Fig. 1: close-up of the layout
Region (29, 29) to (59, 59) um. Cells in gray, sequential cells in the stronger gray; small squares are vias.
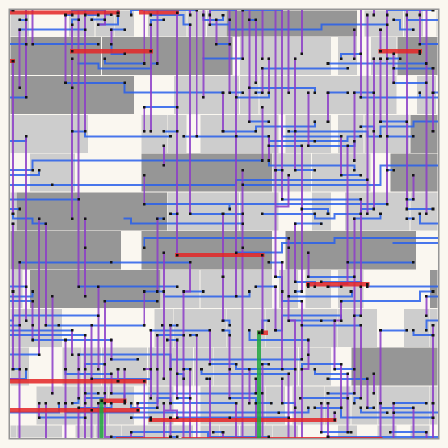
Fig. 2: wire density map
Drawn at 3 px/um. The die is cut into 17 by 17 equal tiles; dark purple is low, yellow is high, scaled to the fullest tile. Values are wire area over tile area, all layers added.
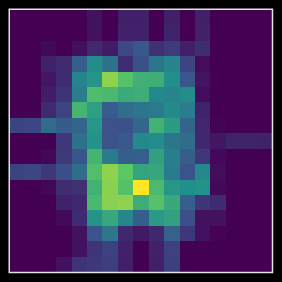
[src/rtl/bcd_pkg.sv]
// Shared definitions for the sequential BCD-to-binary converter.
// Latency: none. This file holds only types, constants and one helper.
// Backpressure: not applicable.
//
// Contents:
//   state_t        - controller states (IDLE, SHIFT, DONE)
//   BCD_NIBBLE_W   - bits per packed decimal digit
//   BCD_MAX_DIGIT  - largest legal decimal digit value
//   ADJ_THRESHOLD  - nibble value at or above which a correction is applied
//   ADJ_SUBTRACT   - correction amount applied after each right shift
//   nibble_invalid - true for a nibble that is not a decimal digit
package bcd_pkg;

  typedef enum logic [1:0] {
    IDLE  = 2'd0,
    SHIFT = 2'd1,
    DONE  = 2'd2
  } state_t;

  localparam int BCD_NIBBLE_W = 4;

  localparam logic [BCD_NIBBLE_W-1:0] BCD_MAX_DIGIT = 4'd9;

  // A right shift moves the low bit of the next digit into bit 3 of this one.
  // That bit is worth 10/2 = 5 here, but it reads as 8. Subtracting 3 fixes it.
  localparam logic [BCD_NIBBLE_W-1:0] ADJ_THRESHOLD = 4'd8;
  localparam logic [BCD_NIBBLE_W-1:0] ADJ_SUBTRACT  = 4'd3;

  function automatic logic nibble_invalid(input logic [BCD_NIBBLE_W-1:0] nib);
    return nib > BCD_MAX_DIGIT;
  endfunction

endpackage

[src/rtl/bcd_nibble_adjust.sv]
// Per-digit correction that follows each right shift in reverse double-dabble.
// Latency: purely combinational, zero cycles.
// Backpressure: none; output follows input.
//
// Ports:
//   nibble_in  - one BCD digit, already shifted right by one
//   nibble_out - nibble_in - 3 when nibble_in >= 8, otherwise nibble_in
//                (4-bit unsigned arithmetic, no borrow to other digits)
module bcd_nibble_adjust
  import bcd_pkg::*;
(
  input  logic [BCD_NIBBLE_W-1:0] nibble_in,
  output logic [BCD_NIBBLE_W-1:0] nibble_out
);

  always_comb begin
    nibble_out = nibble_in;
    if (nibble_in >= ADJ_THRESHOLD) begin
      nibble_out = nibble_in - ADJ_SUBTRACT;
    end
  end

endmodule

[src/rtl/bcd_to_binary_seq.sv]
// Sequential packed-BCD to binary converter (reverse double-dabble, one shift per clock).
// Latency: a valid start taken at edge N shows done in the cycle after edge N+BIN_W.
//          A bad digit shows done in the cycle right after the accepting edge.
// Backpressure: start is sampled only in IDLE. A start in SHIFT or DONE is dropped, not queued.
//
// Ports:
//   clk, rst_n - clock, asynchronous active-low reset
//   start      - conversion request (sampled in IDLE only)
//   bcd_in     - DIGITS packed BCD digits, most significant digit in the top nibble
//   busy       - high while iterating (SHIFT state)
//   done       - one-cycle pulse, result valid
//   binary     - converted value, held until the next accepted start
//   overflow   - decimal value >= 2**BIN_W, held with binary
//   bad_digit  - some input nibble > 9, held with binary (binary forced to 0)
//
// Build option BCD2BIN_SATURATE_EN: when defined, an overflowing result reads all ones.
// When undefined, an overflowing result keeps the value modulo 2**BIN_W.
module bcd_to_binary_seq
  import bcd_pkg::*;
#(
  parameter int DIGITS = 3,
  parameter int BIN_W  = 10
) (
  input  logic                       clk,
  input  logic                       rst_n,
  input  logic                       start,
  input  logic [BCD_NIBBLE_W*DIGITS-1:0] bcd_in,
  output logic                       busy,
  output logic                       done,
  output logic [BIN_W-1:0]           binary,
  output logic                       overflow,
  output logic                       bad_digit
);

  localparam int BCD_W = BCD_NIBBLE_W * DIGITS;
  localparam int CNT_W = $clog2(BIN_W + 1);
  localparam logic [CNT_W-1:0] LAST_ITER = CNT_W'(BIN_W);

  state_t           state;
  state_t           state_nxt;
  logic [CNT_W-1:0] iter_cnt;
  logic [BCD_W-1:0] bcd_reg;
  logic [BCD_W-1:0] bcd_shift;
  logic [BCD_W-1:0] bcd_adj;
  logic [BIN_W-1:0] bin_reg;
  logic [BIN_W-1:0] bin_shift;
  logic             in_bad;
  logic             last_iter;
  logic             result_ovf;
  logic [BIN_W-1:0] result_bin;

  // Any non-decimal nibble on the input aborts the conversion at capture.
  always_comb begin
    in_bad = 1'b0;
    for (int i = 0; i < DIGITS; i++) begin
      if (nibble_invalid(bcd_in[i*BCD_NIBBLE_W +: BCD_NIBBLE_W])) begin
        in_bad = 1'b1;
      end
    end
  end

  // One iteration: {bcd_reg, bin_reg} >> 1, then correct each BCD digit.
  assign bcd_shift = {1'b0, bcd_reg[BCD_W-1:1]};
  assign bin_shift = {bcd_reg[0], bin_reg[BIN_W-1:1]};

  for (genvar g = 0; g < DIGITS; g++) begin : g_adj
    bcd_nibble_adjust u_adj (
      .nibble_in  (bcd_shift[g*BCD_NIBBLE_W +: BCD_NIBBLE_W]),
      .nibble_out (bcd_adj[g*BCD_NIBBLE_W +: BCD_NIBBLE_W])
    );
  end

  // Flag the iteration that completes BIN_W shifts.
  assign last_iter = (iter_cnt + CNT_W'(1)) == LAST_ITER;

  // After BIN_W halvings the BCD side holds floor(value / 2**BIN_W).
  // If anything is left there, the value did not fit.
  assign result_ovf = (bcd_adj != '0);

`ifdef BCD2BIN_SATURATE_EN
  assign result_bin = result_ovf ? '1 : bin_shift;
`else
  assign result_bin = bin_shift;
`endif

  // Controller: state register.
  always_ff @(posedge clk or negedge rst_n) begin
    if (!rst_n) begin
      state <= IDLE;
    end else begin
      state <= state_nxt;
    end
  end

  // Controller: next state.
  always_comb begin
    state_nxt = state;
    unique case (state)
      IDLE: begin
        if (start) begin
          state_nxt = in_bad ? DONE : SHIFT;
        end
      end
      SHIFT: begin
        if (last_iter) begin
          state_nxt = DONE;
        end
      end
      DONE:    state_nxt = IDLE;
      default: state_nxt = IDLE;
    endcase
  end

  assign busy = (state == SHIFT);
  assign done = (state == DONE);

  // Datapath and held results. The results change only at capture (cleared)
  // and on entry to DONE, so they stay stable between conversions.
  always_ff @(posedge clk or negedge rst_n) begin
    if (!rst_n) begin
      bcd_reg   <= '0;
      bin_reg   <= '0;
      iter_cnt  <= '0;
      binary    <= '0;
      overflow  <= 1'b0;
      bad_digit <= 1'b0;
    end else begin
      case (state)
        IDLE: begin
          if (start) begin
            bcd_reg   <= bcd_in;
            bin_reg   <= '0;
            iter_cnt  <= '0;
            binary    <= '0;
            overflow  <= 1'b0;
            bad_digit <= in_bad;
          end
        end
        SHIFT: begin
          bcd_reg  <= bcd_adj;
          bin_reg  <= bin_shift;
          iter_cnt <= iter_cnt + CNT_W'(1);
          if (last_iter) begin
            binary   <= result_bin;
            overflow <= result_ovf;
          end
        end
        default: begin
        end
      endcase
    end
  end

endmodule

[config.mk]
export PLATFORM = sky130hd
export DESIGN_NAME = bcd_to_binary_seq
export DESIGN_NICKNAME = d
export VERILOG_FILES = /design/src/rtl/bcd_pkg.sv /design/src/rtl/bcd_nibble_adjust.sv /design/src/rtl/bcd_to_binary_seq.sv
export SDC_FILE = /design/constraint.sdc
export NUM_CORES = 1
export LEC_CHECK = 0
export CAP_MARGIN = 20
export CORE_MARGIN = 10
export CORE_UTILIZATION = 45
export CTS_BUF_LIST = sky130_fd_sc_hd__clkbuf_8
export DETAILED_ROUTE_END_ITERATION = 10
export GPL_TIMING_DRIVEN = 0
export PLACE_DENSITY = 0.78
export RECOVER_POWER = 25
export REMOVE_ABC_BUFFERS = 1
export SYNTH_ARGS = -nofsm -noshare
export SYNTH_HDL_FRONTEND = slang
export SYNTH_SLANG_ARGS = --single-unit
[constraint.sdc]
create_clock -name clk -period 1.9 [get_ports clk]
set_input_delay 0.38 -clock clk [delete_from_list [all_inputs] [get_ports clk]]
set_output_delay 0.38 -clock clk [all_outputs]
set_load 0.02 [all_outputs]
==> run notes <==
run results: synthesis-to-layout area growth 22.60%, Late-Pin Clk Latency roughly 300 ps, status completed, Final Cycle Share between 90 and 100%, crit path DRT approximately 2100 ps, final setup vio count 0, Met2 Wirelength roughly 2500 um, syn avg cell area about 9.1 um^2, EDFF count, synth 0, Max-area cell class logic gates, max reg flops 12, Max H-tree Level 2, Core Box Area approximately 4400 um^2, initial antenna violation count 0, largest net degree at the start of global routing roughly 40, Top cell excl fill/tap nand2_1, Achievable Freq between 500 and 600 MHz, critical path class register to register, fillers between 300 and 400, Max-Cap Viols 0, OpenROAD warnings 31, CTS tree done, mux frac, synth ~2.0%, nonclk inv count 12, Routed WL per cell ~16 um, Rows 24, met2 global-route usage 20.77%, Synth top cells by count 44 x nand2_1, 39 x dfrtp_1, 13 x o21ai_0, CP Cell Sequence inv_1 > ha_1 > o2111ai_4 > and2_4 > a311o_1, Lkg Pwr ~1.1 nW, CTS Buffer Depth 2, Final Hold Vio Count 0, GR peak layer met2, flip-flops 39, Synth Register Bits 39, met3 GRT Util 3.277%, Final Critical Period about 1800 ps, CP arrival 2010 ps, cell with the most instances after synthesis nand2_1, register area share after synthesis between 40% and 50%, Num Clock Sinks 39, Synth top area share ~48%, NetSw approximately 1.3 mW, pin slew with the least headroom to its limit 987.0 ps, cell total after placement slightly below 300, hold crit path type input port to async pin, Met3 Wirelength around 280 um, FF/Latch Area just under 1000 um^2, largest fanout on the critical path 13, Worst VDD drop 0.5950 mV, Critical Path Start Type register, clock buffers 5, Comb area share between 30% and 40%, Synth Cell Area between 2000 and 2500 um^2, Top non-seq family simple AND/OR/NAND/NOR gates, relative slew slack between 30% and 40%, simple share 19.16%, YS chip area just over 2000 um^2, chip width approximately 87 um, Place WS -968.5 ps, Non-clock buffers 34, Top cells excl fill/tap 44 x nand2_1, 36 x dfrtp_1, 24 x clkdlybuf4s50_1, crit-path max cell delay approximately 450 ps, vias in the first global route roughly 1.7k, Initial DRC Count 172, met1 WL about 2000 um, Crit-path slowest cell dfrtp_1, Syn Inst Count about 220, clock share of power between 10% and 20%, Synth async-reset ratio 100.0%, first-pass GRT wire length 8107 um, Port-buffer cells 28
About Fig. 1:
legend:
  metal 2:
    color: purple
  metal 3:
    color: red
  metal 1:
    color: blue
  metal 4:
    color: green
sequential cells in the window: 11
cells with their middle in the window: 72
most frequent: nand2_1 (11), dfrtp_1 (8), o21ai_0 (7)
netlist names of flops here include: bcd_reg (3), bin_reg (3), iter_cnt (3)

About Fig. 2:
densest ninth of the die: middle
tiles over half the peak: 14%
mean over tiles: 0.10
fullest tile: 0.55
nearly empty tiles: 41%
global-route usage over all layers: 13.17%
via count: 1771

timing repair:
item | 4_1_cts | 5_1_grt
setup endpoints to repair | 28 | 3
setup buffers | 2 | 3
hold buffers | 0 | 0
resized | 14 | 3
worst paths after layout:
| check | slack [ps] | cells past startpoint | endpoint | start |
|---|---|---|---|---|
| max | 80 | 5 | binary[0] | iter_cnt[1] |
| min | 240 | 1 | bcd_reg[9] | rst_n |
| max reg2reg | 80 | 5 | binary[0] | iter_cnt[1] |
| min reg2reg | 470 | 2 | bin_reg[7] | bin_reg[7] |
| max in group asynchronous | 930 | 1 | state[0] | rst_n |
| min in group clk | 470 | 2 | bin_reg[7] | bin_reg[7] |
worst register-to-register path, delay by kind of cell (launching register included):
family	cells	cell delay, ps
buf+inv	1	90
fa+ha+maj	1	240
flops	1	450
compound gates	2	640
simple gates	1	300
Power is estimated from default activity; no workload was simulated.
